**Signal wires on met3**

Scale bar: 50 um.
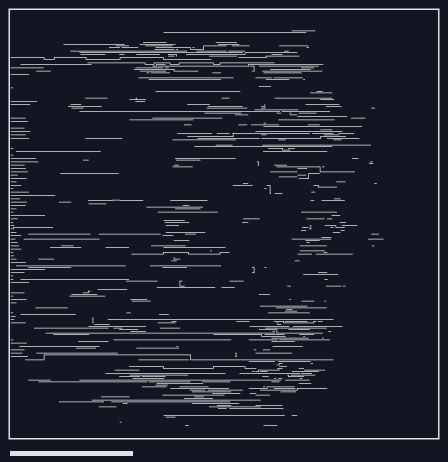
**Cell placement**

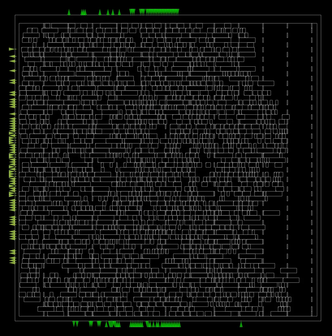
**Placed cells, one colour a class**

Fill, decap, tap and diode cells in grey.
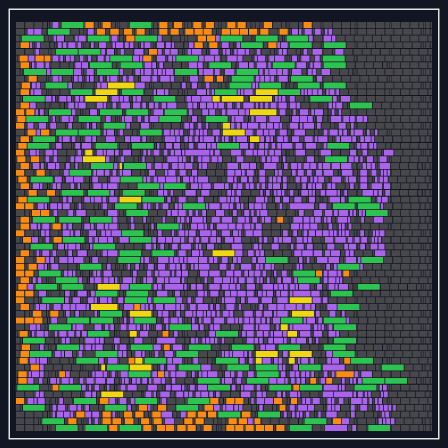
**I/O nets highlighted**

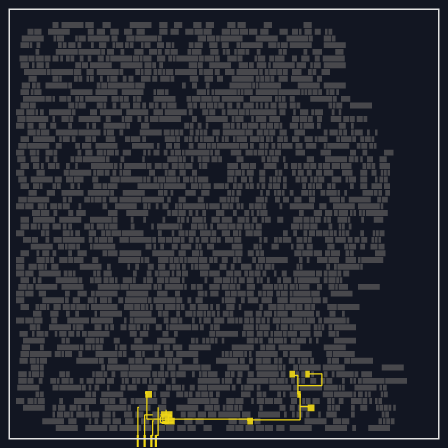
## config.mk

```make
export PLATFORM = sky130hd
export DESIGN_NAME = muldiv_sequencer_flat
export DESIGN_NICKNAME = d
export VERILOG_FILES = /design/src/rtl/muldiv_sequencer_pkg.sv /design/src/rtl/muldiv_sequencer_if.sv /design/src/rtl/muldiv_sequencer_step.sv /design/src/rtl/muldiv_sequencer.sv /design/src/flat_wrapper.sv
export SDC_FILE = /design/constraint.sdc
export NUM_CORES = 1
export LEC_CHECK = 0
export CORE_MARGIN = 2
export CORE_UTILIZATION = 50
export DETAILED_ROUTE_END_ITERATION = 16
export GPL_ROUTABILITY_DRIVEN = 0
export PLACE_DENSITY = 0.72
export SLEW_MARGIN = 15
export SYNTH_ARGS = -nofsm -noshare
export SYNTH_HDL_FRONTEND = slang
export SYNTH_HIERARCHICAL = 1
export SYNTH_SLANG_ARGS = --single-unit
```

## constraint.sdc

```tcl
create_clock -name clk -period 5.79 [get_ports clk]
set_input_delay 0.579 -clock clk [delete_from_list [all_inputs] [get_ports clk]]
set_output_delay 0.579 -clock clk [all_outputs]
set_load 0.02 [all_outputs]
```

## src/rtl/muldiv_sequencer_pkg.sv

```systemverilog
// Shared definitions for the multiply/divide sequencer: ALU control codes,
// FSM state encoding and the datapath step mode.
package muldiv_sequencer_pkg;

  localparam logic [3:0] ALU_DIV = 4'd4;
  localparam logic [3:0] ALU_MUL = 4'd5;

  typedef enum logic [1:0] {
    ST_IDLE = 2'd0,
    ST_MUL  = 2'd1,
    ST_DIV  = 2'd2,
    ST_FIN  = 2'd3
  } state_e;

  typedef enum logic {
    MODE_MUL = 1'b0,
    MODE_DIV = 1'b1
  } step_mode_e;

  // True for the two ALU codes that are routed to the multi-cycle unit.
  function automatic logic is_muldiv_op(input logic [3:0] op);
    return (op == ALU_MUL) || (op == ALU_DIV);
  endfunction

endpackage

```

## src/rtl/muldiv_sequencer_if.sv

```systemverilog
// Execute-stage <-> multiply/divide sequencer handshake and result bus.
interface muldiv_sequencer_if #(
  parameter int WIDTH = 32
);
  logic             start;
  logic [3:0]       op;
  logic [WIDTH-1:0] a;
  logic [WIDTH-1:0] b;
  logic             busy;
  logic             stall;
  logic             done;
  logic [WIDTH-1:0] hi;
  logic [WIDTH-1:0] lo;
  logic             div_by_zero;

  // Execute stage issues requests and consumes results.
  modport master (
    output start, op, a, b,
    input  busy, stall, done, hi, lo, div_by_zero
  );

  // Sequencer accepts requests and produces results.
  modport slave (
    input  start, op, a, b,
    output busy, stall, done, hi, lo, div_by_zero
  );
endinterface

```

## src/rtl/muldiv_sequencer_step.sv

```systemverilog
// One iteration of the shared multiply/divide datapath. Purely combinational.
// The 2*WIDTH accumulator is {upper, lower}:
//   mul: upper = partial product, lower = remaining multiplier bits (LSB first)
//   div: upper = partial remainder, lower = dividend bits shifting into quotient
module muldiv_sequencer_step
  import muldiv_sequencer_pkg::*;
#(
  parameter int WIDTH = 32
) (
  input  step_mode_e         mode,
  input  logic [2*WIDTH-1:0] acc_in,
  input  logic [WIDTH-1:0]   operand,
  output logic [2*WIDTH-1:0] acc_out
);

  logic [WIDTH:0]   sum_s;
  logic [WIDTH:0]   shifted_s;
  logic [WIDTH-1:0] diff_s;
  logic             fits_s;

  // Shift-add for mul, shift/trial-subtract/restore for div, selected by mode.
  always_comb begin
    sum_s     = {(WIDTH+1){1'b0}};
    shifted_s = {(WIDTH+1){1'b0}};
    diff_s    = {WIDTH{1'b0}};
    fits_s    = 1'b0;
    acc_out   = acc_in;
    case (mode)
      MODE_MUL: begin
        if (acc_in[0]) begin
          sum_s = {1'b0, acc_in[2*WIDTH-1:WIDTH]} + {1'b0, operand};
        end else begin
          sum_s = {1'b0, acc_in[2*WIDTH-1:WIDTH]};
        end
        // Carry out of the add becomes the new MSB after the right shift.
        acc_out = {sum_s, acc_in[WIDTH-1:1]};
      end
      MODE_DIV: begin
        shifted_s = acc_in[2*WIDTH-1:WIDTH-1];
        fits_s    = (shifted_s >= {1'b0, operand});
        // When the divisor fits the difference is below the divisor, so WIDTH bits suffice.
        diff_s    = shifted_s[WIDTH-1:0] - operand;
        if (fits_s) begin
          acc_out = {diff_s, acc_in[WIDTH-2:0], 1'b1};
        end else begin
          acc_out = {shifted_s[WIDTH-1:0], acc_in[WIDTH-2:0], 1'b0};
        end
      end
      default: begin
        acc_out = acc_in;
      end
    endcase
  end

endmodule

```

## src/rtl/muldiv_sequencer.sv

```systemverilog
// Multi-cycle controller for the iterative multiply/divide unit. Accepts one
// mul/div from execute, holds the pipeline while iterating, and returns HI/LO
// with a single-cycle done pulse.
module muldiv_sequencer
  import muldiv_sequencer_pkg::*;
#(
  parameter int WIDTH = 32,
  parameter int CNT_W = 6
) (
  input  logic              clk,
  input  logic              reset,
  muldiv_sequencer_if.slave bus
);

  localparam logic [CNT_W-1:0] CNT_ONE  = {{(CNT_W-1){1'b0}}, 1'b1};
  localparam logic [CNT_W-1:0] CNT_INIT = CNT_W'(WIDTH);

  state_e             state_r, state_s;
  logic [CNT_W-1:0]   cnt_r;
  logic [2*WIDTH-1:0] acc_r;
  logic [2*WIDTH-1:0] step_acc_s;
  logic [WIDTH-1:0]   operand_r;
  logic [WIDTH-1:0]   hi_r, lo_r;
  logic               busy_r, done_r, dbz_r;
  logic               req_s, b_zero_s;
  step_mode_e         mode_s;

  assign b_zero_s = (bus.b == {WIDTH{1'b0}});
  assign req_s    = bus.start && (state_r == ST_IDLE) && is_muldiv_op(bus.op);

  // Freeze the issuing instruction immediately; release in FIN so hi/lo can be captured.
  assign bus.stall       = (state_r == ST_MUL) || (state_r == ST_DIV) || req_s;
  assign bus.busy        = busy_r;
  assign bus.done        = done_r;
  assign bus.hi          = hi_r;
  assign bus.lo          = lo_r;
  assign bus.div_by_zero = dbz_r;

  // Select datapath mode from the running operation.
  always_comb begin
    if (state_r == ST_DIV) begin
      mode_s = MODE_DIV;
    end else begin
      mode_s = MODE_MUL;
    end
  end

  muldiv_sequencer_step #(.WIDTH(WIDTH)) u_step (
    .mode    (mode_s),
    .acc_in  (acc_r),
    .operand (operand_r),
    .acc_out (step_acc_s)
  );

  // Next-state logic: accept in IDLE, iterate until the last step, one FIN cycle.
  always_comb begin
    state_s = state_r;
    case (state_r)
      ST_IDLE: begin
        if (bus.start && (bus.op == ALU_MUL)) begin
          state_s = ST_MUL;
        end else if (bus.start && (bus.op == ALU_DIV)) begin
          if (b_zero_s) begin
            state_s = ST_FIN;
          end else begin
            state_s = ST_DIV;
          end
        end else begin
          state_s = ST_IDLE;
        end
      end
      ST_MUL, ST_DIV: begin
        if (cnt_r == CNT_ONE) begin
          state_s = ST_FIN;
        end else begin
          state_s = state_r;
        end
      end
      ST_FIN:  state_s = ST_IDLE;
      default: state_s = ST_IDLE;
    endcase
  end

  // State, iteration registers and result registers.
  always_ff @(posedge clk or posedge reset) begin
    if (reset) begin
      state_r   <= ST_IDLE;
      cnt_r     <= {CNT_W{1'b0}};
      acc_r     <= {(2*WIDTH){1'b0}};
      operand_r <= {WIDTH{1'b0}};
      hi_r      <= {WIDTH{1'b0}};
      lo_r      <= {WIDTH{1'b0}};
      busy_r    <= 1'b0;
      done_r    <= 1'b0;
      dbz_r     <= 1'b0;
    end else begin
      state_r <= state_s;
      busy_r  <= (state_s != ST_IDLE);
      done_r  <= (state_s == ST_FIN);
      case (state_r)
        ST_IDLE: begin
          if (bus.start && (bus.op == ALU_MUL)) begin
            acc_r     <= {{WIDTH{1'b0}}, bus.b};
            operand_r <= bus.a;
            cnt_r     <= CNT_INIT;
            dbz_r     <= 1'b0;
          end else if (bus.start && (bus.op == ALU_DIV) && !b_zero_s) begin
            acc_r     <= {{WIDTH{1'b0}}, bus.a};
            operand_r <= bus.b;
            cnt_r     <= CNT_INIT;
            dbz_r     <= 1'b0;
          end else if (bus.start && (bus.op == ALU_DIV)) begin
            // Divide by zero: no iteration, fixed result in FIN.
            acc_r <= {(2*WIDTH){1'b0}};
            cnt_r <= {CNT_W{1'b0}};
            hi_r  <= bus.a;
            lo_r  <= {WIDTH{1'b1}};
            dbz_r <= 1'b1;
          end
        end
        ST_MUL, ST_DIV: begin
          acc_r <= step_acc_s;
          cnt_r <= cnt_r - CNT_ONE;
          if (cnt_r == CNT_ONE) begin
            hi_r <= step_acc_s[2*WIDTH-1:WIDTH];
            lo_r <= step_acc_s[WIDTH-1:0];
          end
        end
        ST_FIN: begin
          cnt_r <= {CNT_W{1'b0}};
        end
        default: begin
          cnt_r <= {CNT_W{1'b0}};
        end
      endcase
    end
  end

endmodule

```

## src/flat_wrapper.sv

```systemverilog
// flat-port wrapper written by rule: the top's interface ports become plain ports
module muldiv_sequencer_flat import muldiv_sequencer_pkg::*;
#(
  parameter int WIDTH = 32,
  parameter int CNT_W = 6
)
  (clk, reset, bus_start, bus_op, bus_a, bus_b, bus_busy, bus_stall, bus_done, bus_hi, bus_lo, bus_div_by_zero);
  muldiv_sequencer_if #(.WIDTH(WIDTH)) bus_i ();
  input  logic clk;
  input  logic reset;
  input wire logic [$bits(bus_i.start)-1:0] bus_start;
  input wire logic [$bits(bus_i.op)-1:0] bus_op;
  input wire logic [$bits(bus_i.a)-1:0] bus_a;
  input wire logic [$bits(bus_i.b)-1:0] bus_b;
  output wire logic [$bits(bus_i.busy)-1:0] bus_busy;
  output wire logic [$bits(bus_i.stall)-1:0] bus_stall;
  output wire logic [$bits(bus_i.done)-1:0] bus_done;
  output wire logic [$bits(bus_i.hi)-1:0] bus_hi;
  output wire logic [$bits(bus_i.lo)-1:0] bus_lo;
  output wire logic [$bits(bus_i.div_by_zero)-1:0] bus_div_by_zero;
  assign bus_i.start = bus_start;
  assign bus_i.op = bus_op;
  assign bus_i.a = bus_a;
  assign bus_i.b = bus_b;
  assign bus_busy = bus_i.busy;
  assign bus_stall = bus_i.stall;
  assign bus_done = bus_i.done;
  assign bus_hi = bus_i.hi;
  assign bus_lo = bus_i.lo;
  assign bus_div_by_zero = bus_i.div_by_zero;
  muldiv_sequencer #(.WIDTH(WIDTH), .CNT_W(CNT_W)) u_core (.clk(clk), .reset(reset), .bus(bus_i));
endmodule
```

==> reports/results.env <==
GRT_USAGE_PCT=32.1
LAYOUT.AREA.SEQ_UM2=4280
CORE_UTILIZATION_OF_THE_FINISHED_LAYOUT_PCT=58.7
CHIP_AREA_UM2=30100
HOLD_PATH_DEPTH=2
TIMING.HOLD.WS_NS=0.502
WL_MET1_MM=21.7
CRIT_PATH_START='u_core/operand_r[1]'
DRTITER0DRC=1732
SYNTH_SEQ_SHARE_PCT=29.8
NETLIST_TOP_CELLS_AREA='sky130_fd_sc_hd__dfrtp_1 30%, sky130_fd_sc_hd__ha_1 6.1%, sky130_fd_sc_hd__a221oi_1 6.0%, sky130_fd_sc_hd__nand2_1 5.1%, sky130_fd_sc_hd__nor3_1 5.0%'
ENABLE_FLOP_CELLS=0
PATH_TYPE_OF_THE_WORST_MIN_DELAY_PATH='flop to flop'
SYNTHDOMINANTAREACELLTYPE='sky130_fd_sc_hd__dfrtp_1'
POST-DP-HPWL_MM=33.7
SYNTHADDERAREAFRAC_PCT=6.39
MET3_USAGE_PCT=7.63
WORST_SKEW_PAIR_LATENCY_NS=0.45
REQUIRED_NS=6.12
GRT_SETUP_UNREPAIRED='no'
SYNTH_COMPOUND_GATE_AREA_SHARE_PCT=26.2
CLK_PIN_SLEW_NS=0.07
NETLIST_AREA_UM2=14300
SYN_AREA_PER_CELL_UM2=8.18
DETAILROUTE.WIRELENGTH.MET2_MM=21.1
HIGHEST_NET_FANOUT_ALONG_THE_WORST_PATH=17
CRITICAL_PATH_CLASS='flop to flop'
MULTIPLEXER_SHARE_OF_THE_SYNTHESIZED_AREA_PCT=7.00
VIAS_PER_INSTANCE=6.66
NUMSYNTHFLOPS=171
TOP_LAYER='met4'
MOSTFREQUENTLAYOUTCELL='sky130_fd_sc_hd__nand2_1'
FLOORPLAN.DIE.HEIGHT_UM=173
P_SEQ_SHARE_PCT=35.0
YOSYS.CELL_TYPES.COUNT=73
CRIT-REG2REG-LAUNCH='u_core/operand_r[1]'
FINALINSTANCEAREA_UM2=16400
FINAL_NETS=1925
VIA_COUNT=14500
WORST_SKEW_NS=0.00986
SLEW-LIMIT-HEADROOM_PCT=17.8
CTS_HOLD_BUF=0
NUM_IO_PINS=139
XOR_SHARE_PCT=3.05
CP_SLOWEST_CELL='sky130_fd_sc_hd__a21o_1'
ASYNCSETRESETFLOPFRACSYNTH_PCT=100
CP_NUM_BUF_INV=2
FLOW.AREA_GROWTH_FROM_SYNTHESIS_PCT=14.6
DPL_WORST_SLACK_NS=1.47
MIN_FROM='u_core/bus.div_by_zero'
NUMCLOCKSINKS=171
NUMBER_OF_DESIGN_RULE_VIOLATIONS_LEFT_AFTER_DETAIL_ROUTING=0
POST_DRT_WL_PER_CELL_UM=22.8
REPORT.FINAL.SLEW_VIOL_COUNT=0
WORST_PIN_SLEW_NS=1.23
NUMBER_OF_BUFFERS_CREATED_BY_CTS=17
POST_CTS_RESIZE_COUNT=0
STATUS='completed'
YS_WARN_COUNT=6
P_TOTAL_mW=5.11
LAYOUT_MIN_CYCLE_TIME_NS=4.41
SYNTHDOMINANTCELLAREASHARE_PCT=29.8
CRIT_PATH_CELL_TRACE='inv_1, ha_1, nor2b_1, o21ai_1, o211ai_2, a21oi_2, o31a_1, o21ai_2, a21o_1, buf_4, mux2i_1, a21oi_1, mux2i_1, nor3_1, a221oi_1, nand2_1'
GLOBALROUTEMET2UTIL_PCT=46.9
FIN_WS_NS=1.38
MOSTFREQUENTLAYOUTCELLS='192 x sky130_fd_sc_hd__nand2_1, 171 x sky130_fd_sc_hd__dfrtp_1, 142 x sky130_fd_sc_hd__nor3_1'
FLOP_CELL='sky130_fd_sc_hd__dfrtp_1'
TIMING.MAX_CAP.VIOLATIONS=0
CRITICAL-PATH-TOP-CELL-BY-COUNT='sky130_fd_sc_hd__mux2i_1'
SEQUENTIAL_SHARE_OF_CELL_AREA_PCT=26.0
CTS_TREE='built'
NETLIST_LOGIC_FAMILY_TOP='AND-OR/OR-AND gates'
About 'signal wires on met3':
wire length on this layer: 5130 um
nets with wire on the layer: 289
main direction: horizontal
share of all routed wire: 10%

About 'cell placement':
Core Region: 28000 um2
Filler Cells Inserted: 2551

About 'placed cells, one colour a class':
| colour | class | cells | share of their area |
|---|---|---|---|
| purple | remaining logic cells | 1434 | 60% |
| yellow | clock drivers and dummy loads | 32 | 3.8% |
| green | registers | 171 | 27% |
| orange | remaining buffers and delay cells | 158 | 9.7% |

About 'I/O nets highlighted':
| colour | port | bits | direction | end cells | buffers | wire |
|---|---|---|---|---|---|---|
| yellow | bus_op | 4 | input | 8 | 4 | 190 um |

